$ cat config.mk
export PLATFORM = sky130hd
export DESIGN_NAME = stream_mux_rr
export DESIGN_NICKNAME = d
export VERILOG_FILES = /design/src/rtl/stream_mux_rr.sv
export SDC_FILE = /design/constraint.sdc
export NUM_CORES = 1
export LEC_CHECK = 0
export ABC_AREA = 1
export CAP_MARGIN = 5
export CORE_MARGIN = 2
export CORE_UTILIZATION = 41
export DETAILED_ROUTE_END_ITERATION = 8
export PLACE_DENSITY = 0.81
export SLEW_MARGIN = 40
export SYNTH_ARGS = -nofsm -noshare
export SYNTH_HDL_FRONTEND = slang
export SYNTH_SLANG_ARGS = --single-unit
$ cat constraint.sdc
create_clock -name CLK -period 4.05 [get_ports CLK]
set_input_delay 0.81 -clock CLK [delete_from_list [all_inputs] [get_ports CLK]]
set_output_delay 0.81 -clock CLK [all_outputs]
set_load 0.02 [all_outputs]
$ cat src/rtl/stream_mux_rr.sv
// N-channel stream multiplexer with a single output register stage.
// Selection is either a fixed external index or round-robin over valid channels.
module stream_mux_rr #(
   parameter int W  = 8,
   parameter int N  = 4,
   parameter int SW = 2
) (
   input  logic            CLK,
   input  logic            RST,
   input  logic [N-1:0]    A_VALID,
   input  logic [N*W-1:0]  A_DATA,
   output logic [N-1:0]    A_READY,
   input  logic [SW-1:0]   S,
   input  logic            MODE,
   output logic            Y_VALID,
   output logic [W-1:0]    Y_DATA,
   output logic [SW-1:0]   Y_SEL,
   input  logic            Y_READY
);

   logic            y_vld_p1;
   logic [W-1:0]    y_data_p1;
   logic [SW-1:0]   y_sel_p1;
   logic [SW-1:0]   rr_ptr;

   logic            fix_vld_p0;
   logic            rr_vld_p0;
   logic [SW-1:0]   rr_idx_p0;
   logic            gnt_vld_p0;
   logic [SW-1:0]   gnt_idx_p0;
   logic [W-1:0]    gnt_data_p0;
   logic            load_p0;

   // Stage p0: grant selection, combinational from inputs and current state
   always_comb begin
      fix_vld_p0 = 1'b0;
      for (int i = 0; i < N; i++) begin
         if (S == SW'(i)) fix_vld_p0 = A_VALID[i];
      end
   end

   // Search order starts at the pointer and wraps; the first valid hit wins.
   always_comb begin
      rr_vld_p0 = 1'b0;
      rr_idx_p0 = '0;
      for (int k = 0; k < N; k++) begin
         for (int i = 0; i < N; i++) begin
            if (!rr_vld_p0 && ((int'(rr_ptr) + k) % N == i) && A_VALID[i]) begin
               rr_vld_p0 = 1'b1;
               rr_idx_p0 = SW'(i);
            end
         end
      end
   end

   always_comb begin
      gnt_vld_p0 = MODE ? rr_vld_p0 : fix_vld_p0;
      gnt_idx_p0 = MODE ? rr_idx_p0 : S;
   end

   always_comb begin
      gnt_data_p0 = '0;
      for (int i = 0; i < N; i++) begin
         if (gnt_idx_p0 == SW'(i)) gnt_data_p0 = A_DATA[i*W +: W];
      end
   end

   assign load_p0 = !y_vld_p1 || Y_READY;

   always_comb begin
      A_READY = '0;
      for (int i = 0; i < N; i++) begin
         A_READY[i] = !RST && load_p0 && gnt_vld_p0 && (gnt_idx_p0 == SW'(i));
      end
   end

   // Stage p1: output register and round-robin pointer
   always_ff @(posedge CLK) begin
      if (RST) begin
         y_vld_p1  <= 1'b0;
         y_data_p1 <= '0;
         y_sel_p1  <= '0;
         rr_ptr    <= '0;
      end else if (load_p0) begin
         if (gnt_vld_p0) begin
            y_vld_p1  <= 1'b1;
            y_data_p1 <= gnt_data_p0;
            y_sel_p1  <= gnt_idx_p0;
            rr_ptr    <= (gnt_idx_p0 == SW'(N-1)) ? '0 : gnt_idx_p0 + SW'(1);
         end else begin
            y_vld_p1  <= 1'b0;
         end
      end
   end

   assign Y_VALID = y_vld_p1;
   assign Y_DATA  = y_data_p1;
   assign Y_SEL   = y_sel_p1;

endmodule

==> design notes, run 1 <==
Setup slack closes at 0.298 ns. The register with the most flip-flops in the layout has 8 of them. The flow reports that sequential cells draw 26.9% of the design power. The number of cells on the worst hold path is listed as 2. Summing the areas of all compound-gate instances in the mapped netlist gives 18.4% of the synthesized area. Yosys printed 0 warnings. The final-layout clock-cell area share was 1.35%. Layout inverter count without the clock tree: 28.

Summing all multiplexer cells gives an area fraction of 0%. Total negative slack for setup checks: 0 ns. The worst slew margin relative to its limit is 77.8%.

Post-route period utilization is reported as 92.6%. The routed wirelength on the met1 layer is recorded as 1.63 mm. With the reported combinational group power at 0.357 mW, the floorplan core area is 2760 sq um. The tools report the final tally of max-slew violations as 0.

The flow ran to the end, and the final reports show no timing, DRC or antenna violations. Number of nets in the final layout: 333. Looking at the area split, the leading class of cells is combinational gates.

By instance count after routing, the leading logic cell types are 50 x clkdlybuf4s50_1, 47 x nand2_1, 29 x nor2_1. The HPWL reported at the end of detailed placement was 2.92 mm. Based on the critical path, the design can be clocked at up to 267 MHz. The footprint of the multi-input gates was 801 sq um; the H-tree level count was 1. For the worst reg-to-reg path, the endpoint reported by OpenROAD is Y_DATA[1]. The detailed router reports a met2 wire length of 1.69 mm. In this run, synthesis inferred 0 flip-flops with an integrated enable. After detailed routing, the met3 layer carries 263 microns of wire. The most used flip-flop cell after synthesis is dfxtp_1.

The run gives 0% for the proportion of synthesized flip-flops having asynchronous set or reset. Looking at the global route congestion table, the highest-usage layer is met2. The routed design could run at a clock period as short as 3.75 ns. The tools report the critical path startpoint category as an input pin. The run gives 0.0823 mW as the power consumed by the clock network.

The total power was 0.601 mW. The path with the worst hold slack has its endpoint at Y_SEL[0]. At floorplan, the net count of the design was reported as 258. The area fraction of the dominant cell type after synthesis came out at 22.0%.

STA classifies the critical path endpoint as a primary output. 0 antenna diodes ended up in the layout. TritonCTS built the clock tree. The placement summary gives the final routability congestion estimate as 0.852. In the finished design the tool counted flip-flops and latches totalling 13. STA lists the startpoint of the worst register-to-register path as rr_ptr[0].

The classification of the worst setup path is in2out. No sink is reached through more buffers than the 2 on the longest clock path. Detailed-route iteration 0 reported a violation count of 54. Sequential cells were found to cover 22.0% of the synthesized design area.

At the pin with the least slew margin, the transition time is 0.333 ns. The tools report the cell count after placement as 313. The critical path's slowest cell is clkdlybuf4s50_1. With the number of hold violations in the final report at 0, the pin count of the biggest net entering global routing is 22.

Layout overhead on the synthesized area: 64.7%. The logs give 0.00400 ns for the setup skew after layout and 6.14 mm for the global-route wire length before repair. Yosys attributes the largest share of cell area to dfxtp_1 22%, nand2_1 15%, nand3_1 10%.

The longest incremental delay of any stage on the critical path is reported as 0.43 ns. Number of buffers added by the clock tree synthesis step: 3. The logs give 162 for the number of multi-input combinational cells and 4 for the count of TritonRoute iterations in the first routing pass.

The remaining number of nets flagged by the antenna check after routing is 0. The insertion delay of the later-clocked pin in the worst-skew pair is 0.28 ns, and the arrival time at the worst endpoint is 2.94 ns. The synthesized netlist contains 22 unique library cells. The run gives 56 for the number of input and output port buffers inserted.
### Power grid, run 1

Scale bar: 20 microns. Pins as bars on the die edge. Tap cells in grey.
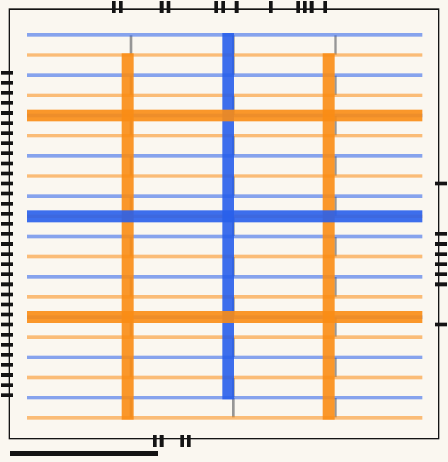
legend:
  VDD:
    colour: blue
  VSS:
    colour: orange
rows: 19
tap cells: 31
met5 straps: 3
signal pins: 57
Worst VDD drop: 0.000380 V
die y size: 57.8 microns

### Wiring by layer, run 1

Only two layers are drawn.
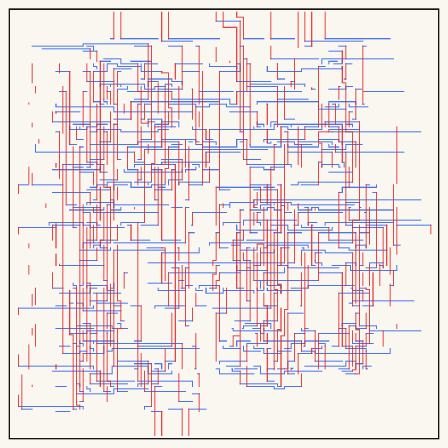
legend:
  met1:
    colour: blue
    wire_length: 1630 microns
  met2:
    colour: red
    wire_length: 1690 microns
total routing resource utilization after global routing: 22.7%
drt total wl: 3.58 mm

### Sequential cells coloured by netlist name, run 1

Other sequential cells in the stronger grey, the rest of the logic in the fainter grey.
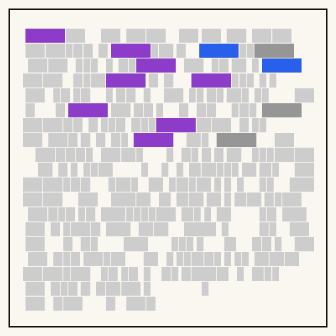
legend:
  Y_DATA:
    colour: purple
    flops: 8
  Y_SEL:
    colour: blue
    flops: 2
not coloured: 3
total area of sequential cells: 260 sq um
power attributed to sequential cells: 0.162 mW
sequential cell area share: 13.3%
Core Util, Final: 70.8%

### Zoomed window, run 1

Window x 31 to 56, y 2 to 27 microns. Cells in grey, sequential cells in the stronger grey; small squares are vias.
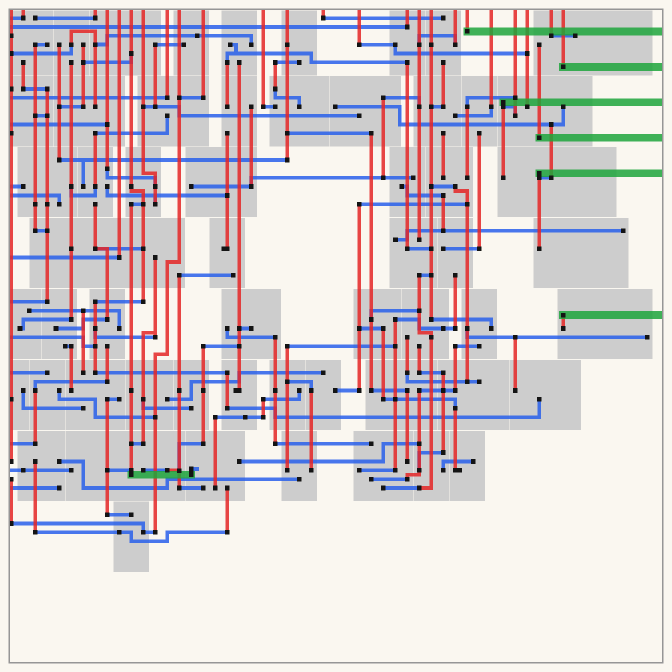
legend:
  met3:
    colour: green
  met1:
    colour: blue
  met2:
    colour: red
most frequent: nor2_1 (11), buf_4 (8)
sequential cells in the window: 0
cells with their middle in the window: 57

### Routing congestion, run 1

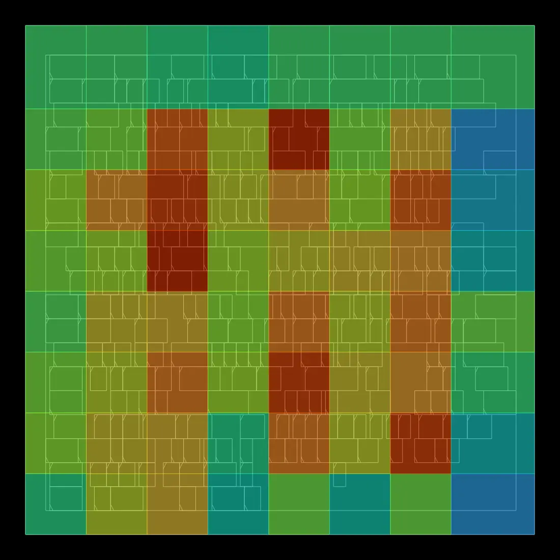

--- run 2 (diff from run 1) ---
--- a/config.mk
+++ b/config.mk
@@ -12,2 +12,3 @@
 export DETAILED_ROUTE_END_ITERATION = 8
+export MAX_ROUTING_LAYER = met4
 export PLACE_DENSITY = 0.81
==> constraint.sdc (replaced) <==
create_clock -name CLK -period 4.05 [get_ports CLK]
set_input_delay 0.405 -clock CLK [delete_from_list [all_inputs] [get_ports CLK]]
set_output_delay 0.405 -clock CLK [all_outputs]
set_load 0.02 [all_outputs]
### Routing congestion, run 2

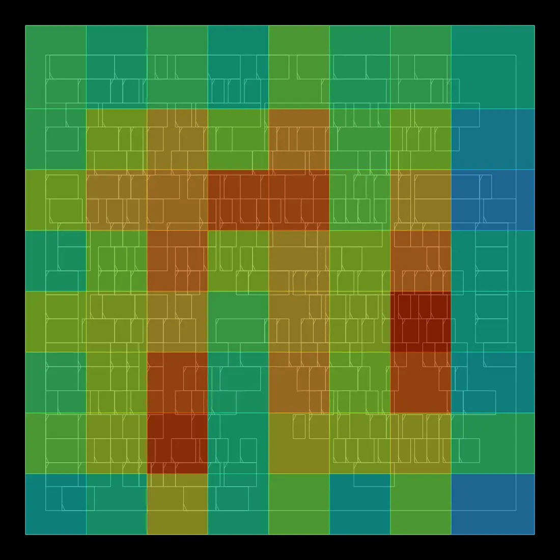
Global Route met1 Usage: 26.5%
total routing resource utilization after global routing: 20.7%
global-route met3 utilization: 4.24%
Core Util, Final: 65.1%
met2 Usage GRT: 34.3%

==> design notes, run 2 <==
In the final run the clock tree shows a worst skew of 0.00527 ns. The main area contributors are dfxtp_1 22%, nand2_1 15%, nand3_1 10%. STA classifies the critical path startpoint as an input pin. In this run the critical register-to-register path is captured at Y_DATA[6]. The layout report lists the clock-cell share of area as 1.46%.

In this run the standard cell core region covers 2760 sq um. In the final report, the number of pins over their slew limit comes to 0. The layout report lists the combined flip-flop and latch area as 260 sq um.

The critical path in the final layout is reported with a setup slack of 0.314 ns. In this run, power in combinational logic comes to 0.320 mW. Entering global routing, the biggest net connects 23 pins. STA shows the worst min-delay path finishing at Y_DATA[2].

STA puts the critical path data arrival time at 3.33 ns. Per the log, the first TritonRoute iteration ended with a DRC count of 62. The run gives 1.58 mm for the routed length on met1. The logs give 3 for the number of buffers added by the clock tree synthesis step and 162 for the number of multi-input combinational cells. The H-tree level count is 1, and the mux share of post-synthesis cell area is 0%. According to the cell report, flip-flops and latches in the layout number 13.

The power report lists the clock group at 0.0803 mW. The layout has 28 inverters outside the clock class. The longest incremental delay of any stage on the critical path is reported as 0.61 ns. The final critical path takes up 92.2% of the cycle. Per the detail_route log, met2 wirelength is 1.47 mm.

In the final layout, the multi-input gates occupy 782 sq um. Counting the warning lines in the Yosys log gives 0. The run gives 22.0% for the area fraction of the dominant cell type after synthesis. For the final routed database, the setup TNS stands at 0 ns. In this build the clock could be raised as far as 268 MHz. The run gives 3.29 mm as the final routed wirelength across all metal layers. The run finished with clean final reports.

The remaining number of nets flagged by the antenna check after routing came out at 0. The proportion of synthesized flip-flops having asynchronous set or reset was 0%; the total inserted antenna cells was 0. By area, the class that comes first in the final layout consists of combinational gates. The run gives 0.27 ns for the insertion delay of the later-clocked pin in the worst-skew pair. In this run the critical register-to-register path is launched from rr_ptr[0].

The tools report the global placement routability congestion as 0.932. Synthesis produced a netlist with a net count of 258.
### Power grid, run 2

Scale bar: 20 microns. Pins as bars on the die edge. Tap cells in grey.
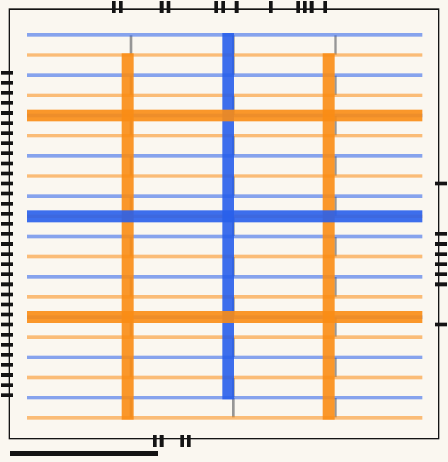
legend:
  VSS:
    colour: orange
  VDD:
    colour: blue
met1 rails: 20
met5 straps: 3

No activity file was given, so power comes from the tool's default toggle rates.
